## src/rtl/led_panel_pkg.sv

```systemverilog
// Shared definitions for the HUB75 panel controllers.
//   - scan_state_t : scan FSM state encoding
//   - clog2/idx_w  : constant width helpers for parameter-derived ports
//   - OE_ACTIVE    : panel output-enable level that lights the LEDs (active low)
//   - LATCH_ACTIVE : panel latch strobe level (active high)
package led_panel_pkg;

    typedef enum logic [2:0] {
        IDLE  = 3'd0,
        SHIFT = 3'd1,
        WAIT  = 3'd2,
        BLANK = 3'd3,
        LATCH = 3'd4
    } scan_state_t;

    localparam logic OE_ACTIVE    = 1'b0;
    localparam logic LATCH_ACTIVE = 1'b1;

    function automatic int clog2(input int value);
        int r;
        int v;
        r = 0;
        v = value - 1;
        while (v > 0) begin
            r = r + 1;
            v = v >> 1;
        end
        return r;
    endfunction

    // Index width that never collapses to zero bits for a count of one.
    function automatic int idx_w(input int count);
        return (count > 1) ? clog2(count) : 1;
    endfunction

endpackage

```

## src/rtl/led_oe_timer.sv

```systemverilog
// Display window timer for one BCM plane.
// A load captures the window length; the counter then runs down to zero.
// led_oe is registered and aligned with the counter: it is driven active
// for the first part of the window and inactive (blank) otherwise.
// Optional feature macro: LED_SCAN_BRIGHTNESS_EN adds a global dim input that
// shortens the lit part of the window without changing its length.
// Ports:
//   clk, rst_n   system clock, synchronous active-low reset
//   load         capture window into the counter at this edge
//   window       window length in clk cycles
//   brightness   global dim, lit = (window*(brightness+1))>>8 (macro only)
//   led_oe       panel output enable, active low
//   expired      counter reaches zero at this edge (count is 0 or 1)
module led_oe_timer
    import led_panel_pkg::*;
#(
    parameter int TW = 5
) (
    input  logic          clk,
    input  logic          rst_n,
    input  logic          load,
    input  logic [TW-1:0] window,
`ifdef LED_SCAN_BRIGHTNESS_EN
    input  logic [7:0]    brightness,
`endif
    output logic          led_oe,
    output logic          expired
);

    logic [TW-1:0] count_q, count_d;
    logic          led_oe_q, led_oe_d;

`ifdef LED_SCAN_BRIGHTNESS_EN
    // Lit while the count is above thresh: the first (window - thresh) clocks.
    logic [TW-1:0] thresh_q, thresh_d;
    logic [TW+8:0] on_prod;
    logic [TW-1:0] on_len;

    always_comb begin
        on_prod = {9'd0, window} * {{TW{1'b0}}, ({1'b0, brightness} + 9'd1)};
        on_len  = on_prod[TW+7:8];
    end
`endif

    always_comb begin
        count_d = count_q;
        if (load) begin
            count_d = window;
        end else if (count_q != '0) begin
            count_d = count_q - 1'b1;
        end
`ifdef LED_SCAN_BRIGHTNESS_EN
        thresh_d = load ? (window - on_len) : thresh_q;
        led_oe_d = (count_d > thresh_d) ? OE_ACTIVE : ~OE_ACTIVE;
`else
        led_oe_d = (count_d != '0) ? OE_ACTIVE : ~OE_ACTIVE;
`endif
    end

    always_ff @(posedge clk) begin
        if (!rst_n) begin
            count_q  <= '0;
            led_oe_q <= ~OE_ACTIVE;
`ifdef LED_SCAN_BRIGHTNESS_EN
            thresh_q <= '0;
`endif
        end else begin
            count_q  <= count_d;
            led_oe_q <= led_oe_d;
`ifdef LED_SCAN_BRIGHTNESS_EN
            thresh_q <= thresh_d;
`endif
        end
    end

    assign led_oe  = led_oe_q;
    assign expired = (count_q <= TW'(1));

endmodule

```

## src/rtl/led_scan_ctrl.sv

```systemverilog
// HUB75 scan controller with binary-code-modulated colour depth.
// Shifts one bit plane of a row into the panel while the previously latched
// plane is displayed, then blanks, latches and starts the next plane.
// Scan order: planes 0..PLANES-1 of a row, then the next row, wrapping.
// Optional feature macro: LED_SCAN_BRIGHTNESS_EN adds the brightness input.
//
// state | meaning
// IDLE  | not scanning, panel blanked
// SHIFT | clocking COLS columns of the next plane into the panel
// WAIT  | shift done, current display window still running
// BLANK | one blank clock before the latch
// LATCH | one-clock latch strobe, dmux/plane update, window load
//
// Ports:
//   clk, rst_n   system clock, synchronous active-low reset
//   enable       run scanning; dropping it stops after the current window
//   brightness   global dim (macro only)
//   x            framebuffer column being shifted
//   fb_row       framebuffer row being shifted
//   fb_plane     bit plane being shifted
//   led_clk      panel shift clock, panel samples on its rising edge
//   led_latch    panel latch strobe, active high
//   led_oe       panel output enable, active low
//   dmux         row currently displayed
//   frame_start  pulse with the latch of row 0 plane 0
module led_scan_ctrl
    import led_panel_pkg::*;
#(
    parameter int COLS     = 64,
    parameter int ROW_BITS = 4,
    parameter int PLANES   = 4,
    parameter int CLK_DIV  = 2,
    parameter int BASE_OE  = 64
) (
    input  logic                        clk,
    input  logic                        rst_n,
    input  logic                        enable,
`ifdef LED_SCAN_BRIGHTNESS_EN
    input  logic [7:0]                  brightness,
`endif
    output logic [idx_w(COLS)-1:0]      x,
    output logic [ROW_BITS-1:0]         fb_row,
    output logic [idx_w(PLANES)-1:0]    fb_plane,
    output logic                        led_clk,
    output logic                        led_latch,
    output logic                        led_oe,
    output logic [ROW_BITS-1:0]         dmux,
    output logic                        frame_start
);

    localparam int X_W  = idx_w(COLS);
    localparam int PL_W = idx_w(PLANES);
    localparam int DW   = idx_w(CLK_DIV);
    localparam int TW   = clog2(BASE_OE << (PLANES - 1)) + 1;

    localparam logic [X_W-1:0]  X_LAST   = X_W'(COLS - 1);
    localparam logic [PL_W-1:0] PL_LAST  = PL_W'(PLANES - 1);
    localparam logic [DW-1:0]   DIV_LAST = DW'(CLK_DIV - 1);

    scan_state_t         state_q, state_d;
    logic [X_W-1:0]      x_q, x_d;
    logic [DW-1:0]       div_q, div_d;
    logic                led_clk_q, led_clk_d;
    logic [ROW_BITS-1:0] fb_row_q, fb_row_d;
    logic [PL_W-1:0]     fb_plane_q, fb_plane_d;
    logic [ROW_BITS-1:0] dmux_q, dmux_d;
    logic                led_latch_q, led_latch_d;
    logic                frame_start_q, frame_start_d;

    logic                timer_load;
    logic                timer_expired;
    logic [TW-1:0]       window;

    // Window of the plane being latched; fb_plane still points at it in LATCH.
    assign window = TW'(BASE_OE) << fb_plane_q;

    always_comb begin
        state_d    = state_q;
        x_d        = '0;
        div_d      = '0;
        led_clk_d  = 1'b0;
        fb_row_d   = fb_row_q;
        fb_plane_d = fb_plane_q;
        dmux_d     = dmux_q;
        timer_load = 1'b0;

        case (state_q)
            IDLE: begin
                if (enable) state_d = SHIFT;
            end
            SHIFT: begin
                x_d       = x_q;
                led_clk_d = led_clk_q;
                div_d     = div_q + 1'b1;
                if (div_q == DIV_LAST) begin
                    div_d     = '0;
                    led_clk_d = ~led_clk_q;
                    // Column advances on the falling edge of led_clk.
                    if (led_clk_q) begin
                        if (x_q == X_LAST) begin
                            x_d     = '0;
                            // Skip WAIT entirely when the window ends now.
                            state_d = timer_expired ? BLANK : WAIT;
                        end else begin
                            x_d = x_q + 1'b1;
                        end
                    end
                end
            end
            WAIT: begin
                if (timer_expired) state_d = BLANK;
            end
            BLANK: begin
                state_d = enable ? LATCH : IDLE;
            end
            LATCH: begin
                state_d    = SHIFT;
                timer_load = 1'b1;
                if (fb_plane_q == PL_LAST) begin
                    fb_plane_d = '0;
                    fb_row_d   = fb_row_q + 1'b1;
                end else begin
                    fb_plane_d = fb_plane_q + 1'b1;
                end
            end
            default: state_d = IDLE;
        endcase

        // Strobe outputs are registered from the next state so they line up
        // with the LATCH cycle itself.
        led_latch_d   = (state_d == LATCH) ? LATCH_ACTIVE : ~LATCH_ACTIVE;
        frame_start_d = (state_d == LATCH) && (fb_row_q == '0) && (fb_plane_q == '0);
        if (state_d == LATCH) dmux_d = fb_row_q;
    end

    always_ff @(posedge clk) begin
        if (!rst_n) begin
            state_q       <= IDLE;
            x_q           <= '0;
            div_q         <= '0;
            led_clk_q     <= 1'b0;
            fb_row_q      <= '0;
            fb_plane_q    <= '0;
            dmux_q        <= '0;
            led_latch_q   <= ~LATCH_ACTIVE;
            frame_start_q <= 1'b0;
        end else begin
            state_q       <= state_d;
            x_q           <= x_d;
            div_q         <= div_d;
            led_clk_q     <= led_clk_d;
            fb_row_q      <= fb_row_d;
            fb_plane_q    <= fb_plane_d;
            dmux_q        <= dmux_d;
            led_latch_q   <= led_latch_d;
            frame_start_q <= frame_start_d;
        end
    end

    led_oe_timer #(
        .TW(TW)
    ) u_oe_timer (
        .clk        (clk),
        .rst_n      (rst_n),
        .load       (timer_load),
        .window     (window),
`ifdef LED_SCAN_BRIGHTNESS_EN
        .brightness (brightness),
`endif
        .led_oe     (led_oe),
        .expired    (timer_expired)
    );

    assign x           = x_q;
    assign fb_row      = fb_row_q;
    assign fb_plane    = fb_plane_q;
    assign led_clk     = led_clk_q;
    assign led_latch   = led_latch_q;
    assign dmux        = dmux_q;
    assign frame_start = frame_start_q;

endmodule
```

## config.mk

```make
export PLATFORM = sky130hd
export DESIGN_NAME = led_scan_ctrl
export DESIGN_NICKNAME = d
export VERILOG_FILES = /design/src/rtl/led_panel_pkg.sv /design/src/rtl/led_oe_timer.sv /design/src/rtl/led_scan_ctrl.sv
export SDC_FILE = /design/constraint.sdc
export NUM_CORES = 1
export LEC_CHECK = 0
export CAP_MARGIN = 20
export CELL_PAD_IN_SITES_DETAIL_PLACEMENT = 1
export CELL_PAD_IN_SITES_GLOBAL_PLACEMENT = 2
export CORE_ASPECT_RATIO = 0.6
export CORE_UTILIZATION = 35
export CTS_BUF_LIST = sky130_fd_sc_hd__clkbuf_16
export DETAILED_ROUTE_END_ITERATION = 10
export MAX_ROUTING_LAYER = met4
export PLACE_DENSITY_LB_ADDON = 0.1
export SYNTH_ARGS = -nofsm -noshare
export SYNTH_HDL_FRONTEND = slang
export SYNTH_SLANG_ARGS = --single-unit
```

## constraint.sdc

```tcl
create_clock -name clk -period 5.28 [get_ports clk]
set_clock_uncertainty 0.05 [all_clocks]
set_input_delay 1.056 -clock clk [delete_from_list [all_inputs] [get_ports clk]]
set_output_delay 1.056 -clock clk [all_outputs]
set_load 0.01 [all_outputs]
```

==> results.txt <==
Entry: Yosys synthesis followed by OpenROAD place and route.

Run status:
- The run finished with clean final reports.

Layout:
- The final layout contains between 200 and 250 nets.
- The library cell used most frequently in the layout, excluding fill and tap cells, is sky130_fd_sc_hd__dfxtp_1.
- The library cells used most frequently in the layout, excluding fill and tap cells, are 34 x sky130_fd_sc_hd__dfxtp_1, 29 x sky130_fd_sc_hd__nor2_1, 22 x sky130_fd_sc_hd__clkdlybuf4s50_1, 14 x sky130_fd_sc_hd__nand2_1, 13 x sky130_fd_sc_hd__a21oi_1.

Synth:
- Synthesis handed over a netlist of 203 instances.
- The run gives the cell count in the Yosys report as just over 200.
- The run puts the count of state elements after synthesis at 34.
- The run puts the async set-or-reset flop fraction in the synthesized netlist at 0.
- The run puts the yosys synthesis warning count at 0.

Timing:
- The slew check shows that the tightest pin keeps a relative margin of 0.409.
- The run gives the final-report setup violation count as 0.
- In the final report, the number of pins over their slew limit comes to 0.
- The final timing summary puts the cycle share of the worst path at 0.576.

Worst setup path:
- The run gives the timing startpoint of the critical path as rst_n.
- The worst register-to-register path begins at u_oe_timer.count_q[0]$_SDFF_PN0_.
- OpenSTA lists the critical path endpoint as x[3]$_SDFFE_PN0P_.
- The capture point of the worst register-to-register path is recorded as u_oe_timer.led_oe$_SDFF_PN1_.

Place:
- The run puts the tally of buffers added on design ports at 22.
- Per the gpl log, the routability congestion estimate is 0.801.
- The run gives the instance count after placement with tap cells included as ~280.

CTS:
- The number of hold buffers added after CTS was 0.
- The cell sitting at the root of the clock tree is a sky130_fd_sc_hd__clkbuf_16.
- The run puts the total setup buffers inserted after CTS at 0.
- Looking at the clock tree report, the maximum root-to-sink buffer count equals 2.
- The run gives the number of buffers created by CTS as 5.
- TritonCTS built the clock tree.

Drt:
- The run gives the final wirelength as between 4 and 5 mm.
- Detailed-route iteration 0 reported a violation count of between 80 and 90.

Global routing:
- The first global-routing pass estimated between 7 and 8 mm of wire.

Floorplanning:
- The run puts the number of ports placed on the die boundary at 23.
- The run gives the die area as between 5000 and 6000 um^2.

Worst hold path:
- The run gives the number of instances on the worst hold path as 1.
- Per the hold report, the tightest min-delay path originates at div_q$_SDFF_PP0_.

Power and ir drop:
- Of the total power, registers draw 0.316.
## layout make-up
class                   count  area [um^2]
fillers                   566         2510
flip-flops and latches     34          681
multi-input cells         149          995
inverters                  12         45.0
well taps                  63         78.8
clock inverters             3         40.0
clock buffers               5          125
repair buffers             23          228
## sequential cells by signal, indices dropped and copies added (netlist names)
| signal | flops |
|---|---|
| u_oe_timer.led_oe | 1 |
| led_clk | 1 |
| fb_row | 4 |
| x | 6 |
| div_q | 1 |
| led_latch | 1 |
| frame_start | 1 |
| dmux | 4 |
| u_oe_timer.count_q | 10 |
| state_q | 3 |
| fb_plane | 2 |
## cells by family after synthesis
logic type,synth area share
muxes,0.0283
buffers and inverters,0.0530
AOI/OAI and AO/OA,0.168
and+or+nand+nor,0.241
xor gates and xnor gates,0.0545
DFF,0.385
adders and majority gates,0.0707
## cell usage after synthesis, types with 2 or more instances
cell type / n
sky130_fd_sc_hd__nand4_1: 5
sky130_fd_sc_hd__buf_2: 3
sky130_fd_sc_hd__nor4_1: 3
sky130_fd_sc_hd__xor2_1: 5
sky130_fd_sc_hd__nand2_1: 14
sky130_fd_sc_hd__clkbuf_1: 3
sky130_fd_sc_hd__inv_1: 11
sky130_fd_sc_hd__ha_1: 10
sky130_fd_sc_hd__a211oi_1: 4
sky130_fd_sc_hd__and3_1: 2
sky130_fd_sc_hd__o21ai_0: 5
sky130_fd_sc_hd__nor3_1: 6
sky130_fd_sc_hd__and2_1: 2
sky130_fd_sc_hd__o21a_1: 3
sky130_fd_sc_hd__nor2_1: 29
sky130_fd_sc_hd__dfxtp_1: 34
sky130_fd_sc_hd__or3b_2: 2
sky130_fd_sc_hd__o311ai_1: 2
sky130_fd_sc_hd__mux2i_1: 5
sky130_fd_sc_hd__a21oi_1: 13
sky130_fd_sc_hd__or2_2: 3
sky130_fd_sc_hd__buf_6: 2
sky130_fd_sc_hd__nand3_1: 7
sky130_fd_sc_hd__or4_1: 3
sky130_fd_sc_hd__xnor2_1: 6
## metrics by stage
step           total power, W  utilization  cell area (um^2)
2_1_floorplan        0.000636            -              1770
4_1_cts               0.00106        0.466              2190
6_report              0.00106        0.466              2190
5_1_grt               0.00112        0.466              2190
3_5_place_dp         0.000718        0.431              2030
3_3_place_gp         0.000705        0.431              2030
## critical path: stages
cell                              delay [ns]
sky130_fd_sc_hd__clkdlybuf4s50_1        0.57
sky130_fd_sc_hd__clkinv_1               0.50
sky130_fd_sc_hd__or4_1                  0.72
sky130_fd_sc_hd__nand2b_1               0.23
sky130_fd_sc_hd__nor2_1                 0.12
## metal layers
metal  global-route usage  vias up  share of wire
met1                0.261      737           0.51
met2                0.284       38           0.43
met4               0.0396        0         0.0072
met5                    -        -              0
li1                     -      760              -
met3               0.0720        5          0.055
## power groups by stage
stage          Clock, W  Combinational, W  Sequential [W]
6_report       0.000335          0.000387        0.000333
3_5_place_dp          0          0.000381        0.000337
5_1_grt        0.000357          0.000423        0.000338
3_3_place_gp          0          0.000371        0.000335
4_1_cts        0.000343          0.000385        0.000332
2_1_floorplan         0          0.000317        0.000319
cell_density.png
Scale: 4 px per um. The die is cut into 9 by 6 equal tiles; white is low, dark blue is high, 0 to 100% covered.
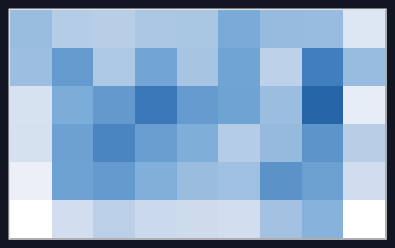
nearly empty tiles: 3.7%
tiles over 75% full: 1.9%
densest ninth of the die: center
emptiest ninth of the die: south-west
fullest tile: 79%
mean over tiles: 40%

clocks.png
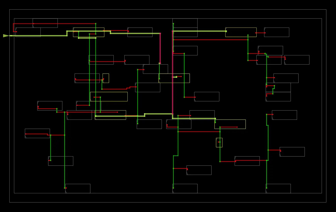
clk sink count: 34
number of sequential storage elements: 34
power in the clock group: 0.000335 W
later-pin clock latency in the skew report: 0.28 ns

layer_met3.png
Scale: 6 px per um.
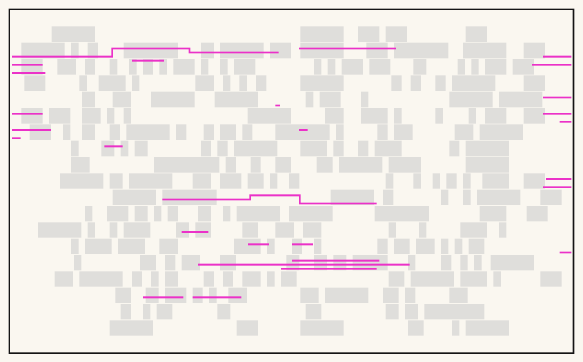
share of all routed wire: 5.5%
nets with wire on the layer: 24
main direction: horizontal

layer_met1.png
Scale: 4 px per um. Supply wires on this layer in gray.
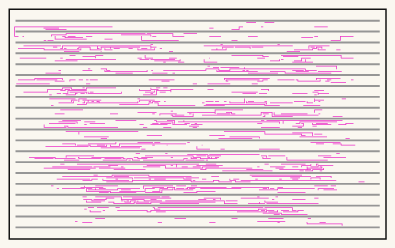
longest straight run: 30.4 um
main direction: horizontal
share of all routed wire: 51%
wire length on this layer: 2,310 um
global-route met1 utilization: 0.261
total via count in the routed design: 1,540

clk_routes.png
Scale: 4 px per um.
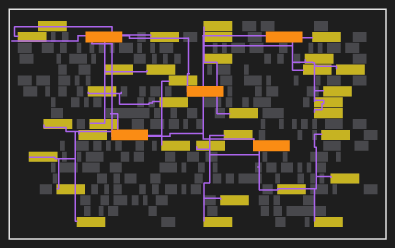
[clock drivers] orange | count: 5
[flip-flops] yellow | count: 34
[clock wires] purple | length: 570 um
flops lie: all over the die

Power figures rest on the tool's default switching activity, not on a simulated workload.
